`config.mk`:
```
export PLATFORM = sky130hd
export DESIGN_NAME = lif_accumulator
export DESIGN_NICKNAME = d
export VERILOG_FILES = /design/src/rtl/lif_accumulator.sv
export SDC_FILE = /design/constraint.sdc
export NUM_CORES = 1
export LEC_CHECK = 0
export ABC_AREA = 1
export CORE_MARGIN = 3
export CORE_UTILIZATION = 23
export DETAILED_ROUTE_END_ITERATION = 10
export PLACE_DENSITY_LB_ADDON = 0.15
export SYNTH_ARGS = -nofsm -noshare
export SYNTH_HDL_FRONTEND = slang
export SYNTH_SLANG_ARGS = --single-unit
export TNS_END_PERCENT = 50
```
`constraint.sdc`:
```
create_clock -name clk -period 3.1 [get_ports clk]
set_input_delay 0.775 -clock clk [delete_from_list [all_inputs] [get_ports clk]]
set_output_delay 0.775 -clock clk [all_outputs]
set_load 0.03 [all_outputs]
```
`src/rtl/lif_accumulator.sv`:
```
// Leaky integrate-and-fire membrane accumulator: scans captured spike bits one channel
// per clock, saturating-adds signed weights, leaks toward REST, and honours spike feedback.
module lif_accumulator #(
    parameter int N_INPUTS       = 4,
    parameter int WIDTH          = 8,
    parameter int LEAK           = 1,
    parameter int REFRACT_CYCLES = 3,
    parameter int REST           = 0
) (
    input  logic                       clk,
    input  logic                       clear,
    input  logic                       start,
    input  logic [N_INPUTS-1:0]        in_spikes,
    input  logic [N_INPUTS*WIDTH-1:0]  weights,
    input  logic                       spike,
    output logic                       busy,
    output logic                       done,
    output logic signed [WIDTH-1:0]    accumulator_output
);

    localparam int IDX_W = (N_INPUTS > 1) ? $clog2(N_INPUTS) : 1;
    localparam int CNT_W = (REFRACT_CYCLES > 1) ? $clog2(REFRACT_CYCLES) : 1;
    localparam logic [IDX_W-1:0] LAST_IDX = IDX_W'(N_INPUTS - 1);
    localparam logic [CNT_W-1:0] CNT_LOAD = CNT_W'(REFRACT_CYCLES - 1);
    localparam logic signed [WIDTH-1:0] REST_W  = WIDTH'(REST);
    localparam logic signed [WIDTH-1:0] ACC_MAX = {1'b0, {(WIDTH-1){1'b1}}};
    localparam logic signed [WIDTH-1:0] ACC_MIN = {1'b1, {(WIDTH-1){1'b0}}};

    typedef enum logic [1:0] {
        ST_IDLE    = 2'd0,
        ST_SCAN    = 2'd1,
        ST_LEAK    = 2'd2,
        ST_REFRACT = 2'd3
    } state_t;

    state_t                    state_q, state_d;
    logic signed [WIDTH-1:0]   acc_q, acc_d;
    logic [IDX_W-1:0]          idx_q, idx_d;
    logic [CNT_W-1:0]          cnt_q, cnt_d;
    logic                      busy_q, busy_d;
    logic                      done_q, done_d;
    logic [N_INPUTS-1:0]       spikes_q, spikes_d;
    logic [N_INPUTS*WIDTH-1:0] weights_q, weights_d;

    // Overflow is detected from the extra sign bit of a WIDTH+1 sum.
    function automatic logic signed [WIDTH-1:0] sat_add(
        input logic signed [WIDTH-1:0] a,
        input logic signed [WIDTH-1:0] b
    );
        logic signed [WIDTH:0] sum;
        sum = {a[WIDTH-1], a} + {b[WIDTH-1], b};
        if (sum[WIDTH] != sum[WIDTH-1]) begin
            sat_add = sum[WIDTH] ? ACC_MIN : ACC_MAX;
        end else begin
            sat_add = sum[WIDTH-1:0];
        end
    endfunction

    function automatic logic signed [WIDTH-1:0] leak_step(
        input logic signed [WIDTH-1:0] a
    );
        int v;
        int r;
        v = int'(a);
        if (v > REST) begin
            r = v - LEAK;
            if (r < REST) begin
                r = REST;
            end else begin
                r = r;
            end
        end else if (v < REST) begin
            r = v + LEAK;
            if (r > REST) begin
                r = REST;
            end else begin
                r = r;
            end
        end else begin
            r = v;
        end
        leak_step = WIDTH'(r);
    endfunction

    // Next-state and next-output computation; spike feedback overrides the FSM.
    always_comb begin
        state_d   = state_q;
        acc_d     = acc_q;
        idx_d     = idx_q;
        cnt_d     = cnt_q;
        busy_d    = busy_q;
        done_d    = 1'b0;
        spikes_d  = spikes_q;
        weights_d = weights_q;
        if (spike) begin
            acc_d   = REST_W;
            state_d = ST_REFRACT;
            cnt_d   = CNT_LOAD;
            idx_d   = '0;
            busy_d  = 1'b1;
        end else begin
            case (state_q)
                ST_IDLE: begin
                    if (start) begin
                        spikes_d  = in_spikes;
                        weights_d = weights;
                        idx_d     = '0;
                        state_d   = ST_SCAN;
                        busy_d    = 1'b1;
                    end else begin
                        busy_d = 1'b0;
                    end
                end
                ST_SCAN: begin
                    if (spikes_q[idx_q]) begin
                        acc_d = sat_add(acc_q, weights_q[idx_q*WIDTH +: WIDTH]);
                    end else begin
                        acc_d = acc_q;
                    end
                    if (idx_q == LAST_IDX) begin
                        idx_d   = '0;
                        state_d = ST_LEAK;
                    end else begin
                        idx_d = idx_q + IDX_W'(1);
                    end
                end
                ST_LEAK: begin
                    acc_d   = leak_step(acc_q);
                    state_d = ST_IDLE;
                    done_d  = 1'b1;
                    busy_d  = 1'b0;
                end
                ST_REFRACT: begin
                    acc_d = REST_W;
                    // The final refractory edge doubles as the first edge able to accept start.
                    if (cnt_q == '0) begin
                        if (start) begin
                            spikes_d  = in_spikes;
                            weights_d = weights;
                            idx_d     = '0;
                            state_d   = ST_SCAN;
                            busy_d    = 1'b1;
                        end else begin
                            state_d = ST_IDLE;
                            busy_d  = 1'b0;
                        end
                    end else begin
                        cnt_d = cnt_q - CNT_W'(1);
                    end
                end
                default: begin
                    state_d = ST_IDLE;
                    acc_d   = REST_W;
                    idx_d   = '0;
                    cnt_d   = '0;
                    busy_d  = 1'b0;
                end
            endcase
        end
    end

    // State and output registers with synchronous clear.
    always_ff @(posedge clk) begin
        if (clear) begin
            state_q   <= ST_IDLE;
            acc_q     <= REST_W;
            idx_q     <= '0;
            cnt_q     <= '0;
            busy_q    <= 1'b0;
            done_q    <= 1'b0;
            spikes_q  <= '0;
            weights_q <= '0;
        end else begin
            state_q   <= state_d;
            acc_q     <= acc_d;
            idx_q     <= idx_d;
            cnt_q     <= cnt_d;
            busy_q    <= busy_d;
            done_q    <= done_d;
            spikes_q  <= spikes_d;
            weights_q <= weights_d;
        end
    end

    assign busy               = busy_q;
    assign done               = done_q;
    assign accumulator_output = acc_q;

endmodule

```
Run 1, signal metal coverage by tile:
The die is cut into 25 by 25 equal tiles; dark blue is low, red is high, scaled to the fullest tile. Values are wire area over tile area, all layers added.
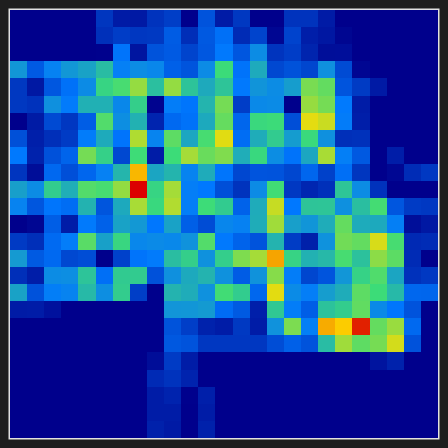
- densest ninth of the die: middle
- nearly empty tiles: 33%
- fullest tile: 0.48
- mean over tiles: 0.094
Tot GR Track Use: 0.123
via count: 3261

Run 1, sizing map:
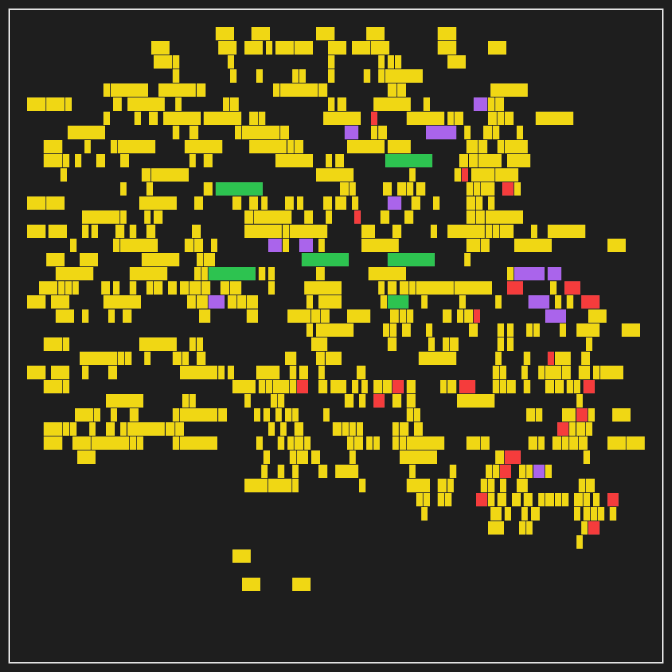
- drive 3 to 4: purple (cells 12; share 2.2%)
- drive 1 or less: yellow (cells 505; share 93%)
- drive 2: red (cells 21; share 3.9%)
- drive 6 and up: green (cells 6; share 1.1%)
Finished Cell Area: 4070 um^2
bufs w/o clock: 54
area grow syn2layout: 23.7%

==> results.ini, run 1 <==
[yosys]
yosysMostFrequentCell=nor2_1
flop_cell=dfxtp_1
ys_area_um2=3290
top_area_frac=0.316
aoi_share=0.179

[final_layout]
sh_seq_area=0.256
fin_cells=724
buf_share=0.130
diodes=0
fin_util=0.292
dominant-cell-class=combinational gates

[grt]
top_usage_layer=met2
grt_use_met2=0.202
grt_max_degree=38
grt_overflow=0
antenna_found_initial=0
use_met3=0.0188

[setup_path]
crit_end=accumulator_output[5]$_SDFFE_PP0P_
startpoint_type=flip-flop
arrival_ps=2770
crit_top_cell=nand2_1
endpoint_kind=flip-flop

[final_timing]
slew_headroom=0.625
finalHoldViolations=0

[clock_network]
ctsResizeCount=0
cts_root_buffer=clkbuf_16
ctsHoldBuffers=0
clock.latency.late_pin_ps=290
cts_inserted_buffers=5

[drt]
dr.first_iter.drc_count=157
routed_wirelength_um=9640
wl_met3_um=378

[die]
tap-cell-count=180
coreArea_um2=13900

[placed_design]
portBuffers=49
dpl.cell_count=716

[min_path]
worstHoldPathType=flip-flop to flip-flop

[run_status]
outcome=completed

Run 1, cell placement:
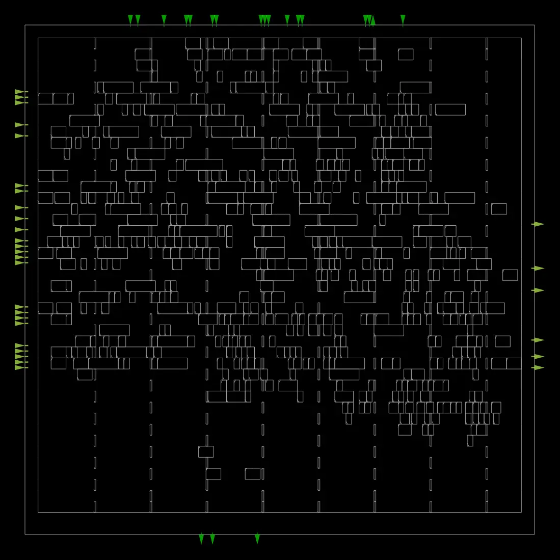
FFs & Latches: 52
Fillers: 1519

run 1: sequential cells by signal (all words and copies together), names as in the netlist:
name,cells
weights_q,32
accumulator_output,8
spikes_q,4
cnt_q,2
idx_q,2
state_q,2
busy,1
done,1
run 1: power by group:
part / internal (mW) / total, mW / switching, mW / leakage, nW
clock: 0.307 / 0.573 / 0.266 / 0.0719
sequential: 0.733 / 0.805 / 0.0722 / 0.426
combinational: 0.297 / 0.774 / 0.477 / 1.31
run 1: stage by stage:
| stage | hold slack [ps] | instance area, um^2 |
|---|---|---|
| after floorplan | 440 | 3290 |
| after global placement | 466 | 3920 |
| after detailed placement | 465 | 3920 |
| after CTS | 477 | 4070 |
| after global routing | 522 | 4070 |
| final | 478 | 4070 |
--- run 2 (diff from run 1) ---
==> constraint.sdc (replaced) <==
create_clock -name clk -period 2.5 [get_ports clk]
set_input_delay 0.625 -clock clk [delete_from_list [all_inputs] [get_ports clk]]
set_output_delay 0.625 -clock clk [all_outputs]
set_load 0.03 [all_outputs]
Run 2, sizing map:
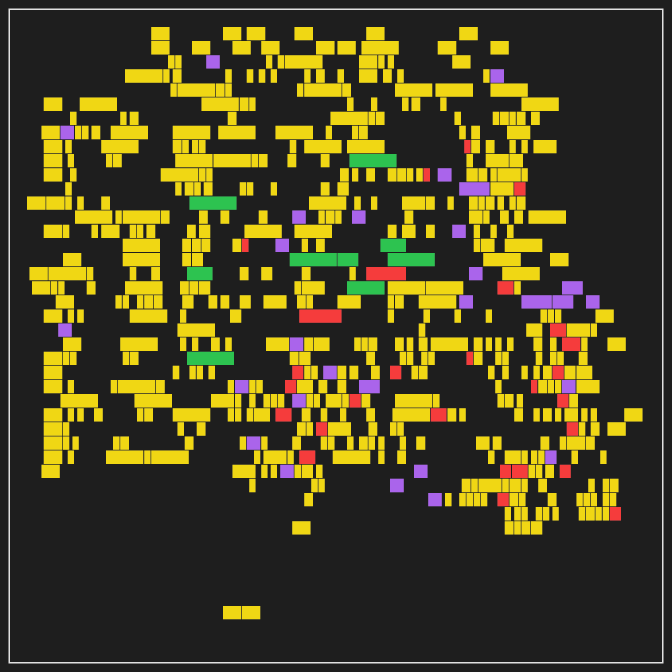
Finished Cell Area: 4250 um^2
area grow syn2layout: 29.2%

Run 2, where the registers sit:
Scale bar: 50 um.
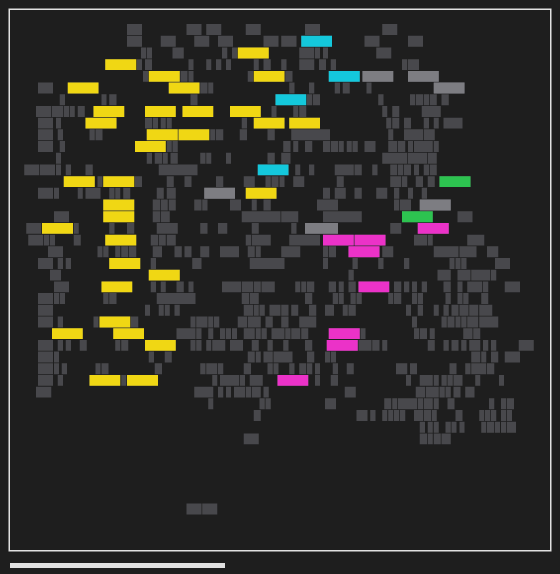
- accumulator_output: magenta (placed flops 8)
- weights_q: yellow (placed flops 32)
- cnt_q: green (placed flops 2)
- spikes_q: cyan (placed flops 4; where top middle)
- not coloured: 6
P_seq: 977 uW
register area: 1040 um^2
Final Util: 0.305
flop share of the area: 0.245

Run 2, routed clock nets over the placement:
Scale bar: 50 um.
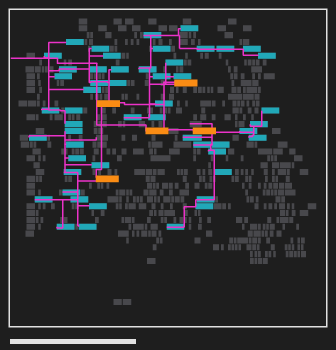
- cells driving clock nets: orange (count 5)
- flip-flops: cyan (count 52)
- clock wires: magenta (length 708 um)
- routed clock nets: 6

==> results.ini, run 2 <==
[grt]
top_usage_layer=met2
grt_max_degree=39  ; +2.6%
grt_use_met2=0.202  ; +0.000315
use_met3=0.0218  ; +0.00299
antenna_found_initial=0  ; unchanged

[pwr]
clkPwrFrac=0.262  ; -0.004
p_switching_uw=985  ; +21%
p_clk_uw=717  ; +25%
maxPowerGroup=combinational logic
p_sw_frac=0.361  ; -0.0183
comb-power_mw=1.04  ; +34%

[final_layout]
diodes=0  ; unchanged
buffers=73  ; +35%
largest-register=weights_q
nFillCells=1532  ; +0.86%
buf_share=0.162  ; +0.0318
flops=52  ; unchanged

[placed_design]
placed_area_um2=4070  ; +4.0%
dpl.cell_count=735  ; +2.7%
portBuffers=49  ; unchanged

[drt]
dr.first_iter.drc_count=286  ; +82%
wl_met3_um=420  ; +11%
via_count=3310  ; +1.5%

[yosys]
top_area_frac=0.316  ; unchanged
ys_area_um2=3290  ; unchanged
flop_cell=dfxtp_1
yosysMostFrequentCell=nor2_1

[clock_network]
cts_root_buffer=clkbuf_16
clock.latency.late_pin_ps=290  ; about the same
ctsHoldBuffers=0  ; unchanged

[setup_path]
startpoint_type=flip-flop
crit_end=accumulator_output[0]
arrival_ps=1650  ; -1120 ps
endpoint_kind=output port

[final_timing]
whs_ps=488  ; +10.2 ps

[run_status]
outcome=completed

==> run 2: timing repair <==
item	4_1_cts	5_1_grt
setup endpoints to repair	0	8
gates resized	0	13
hold endpoints to repair	0	0
==> run 2: metrics by stage <==
| stage | power, mW | utilization |
|---|---|---|
| floorplan | 1.70 | - |
| global placement | 2.04 | 0.292 |
| detailed placement | 2.03 | 0.292 |
| CTS | 2.75 | 0.303 |
| global route | 2.95 | 0.305 |
| finish | 2.73 | 0.305 |
==> run 2: logic make-up after synthesis <==
logic type               Yosys count
buffers and inverters             66
XOR/XNOR                           7
AND/OR/NAND/NOR                  251
adder cells (fa/ha/maj)           18
AND-OR/OR-AND                    108
flip-flops                        52
Power is estimated from default activity; no workload was simulated.
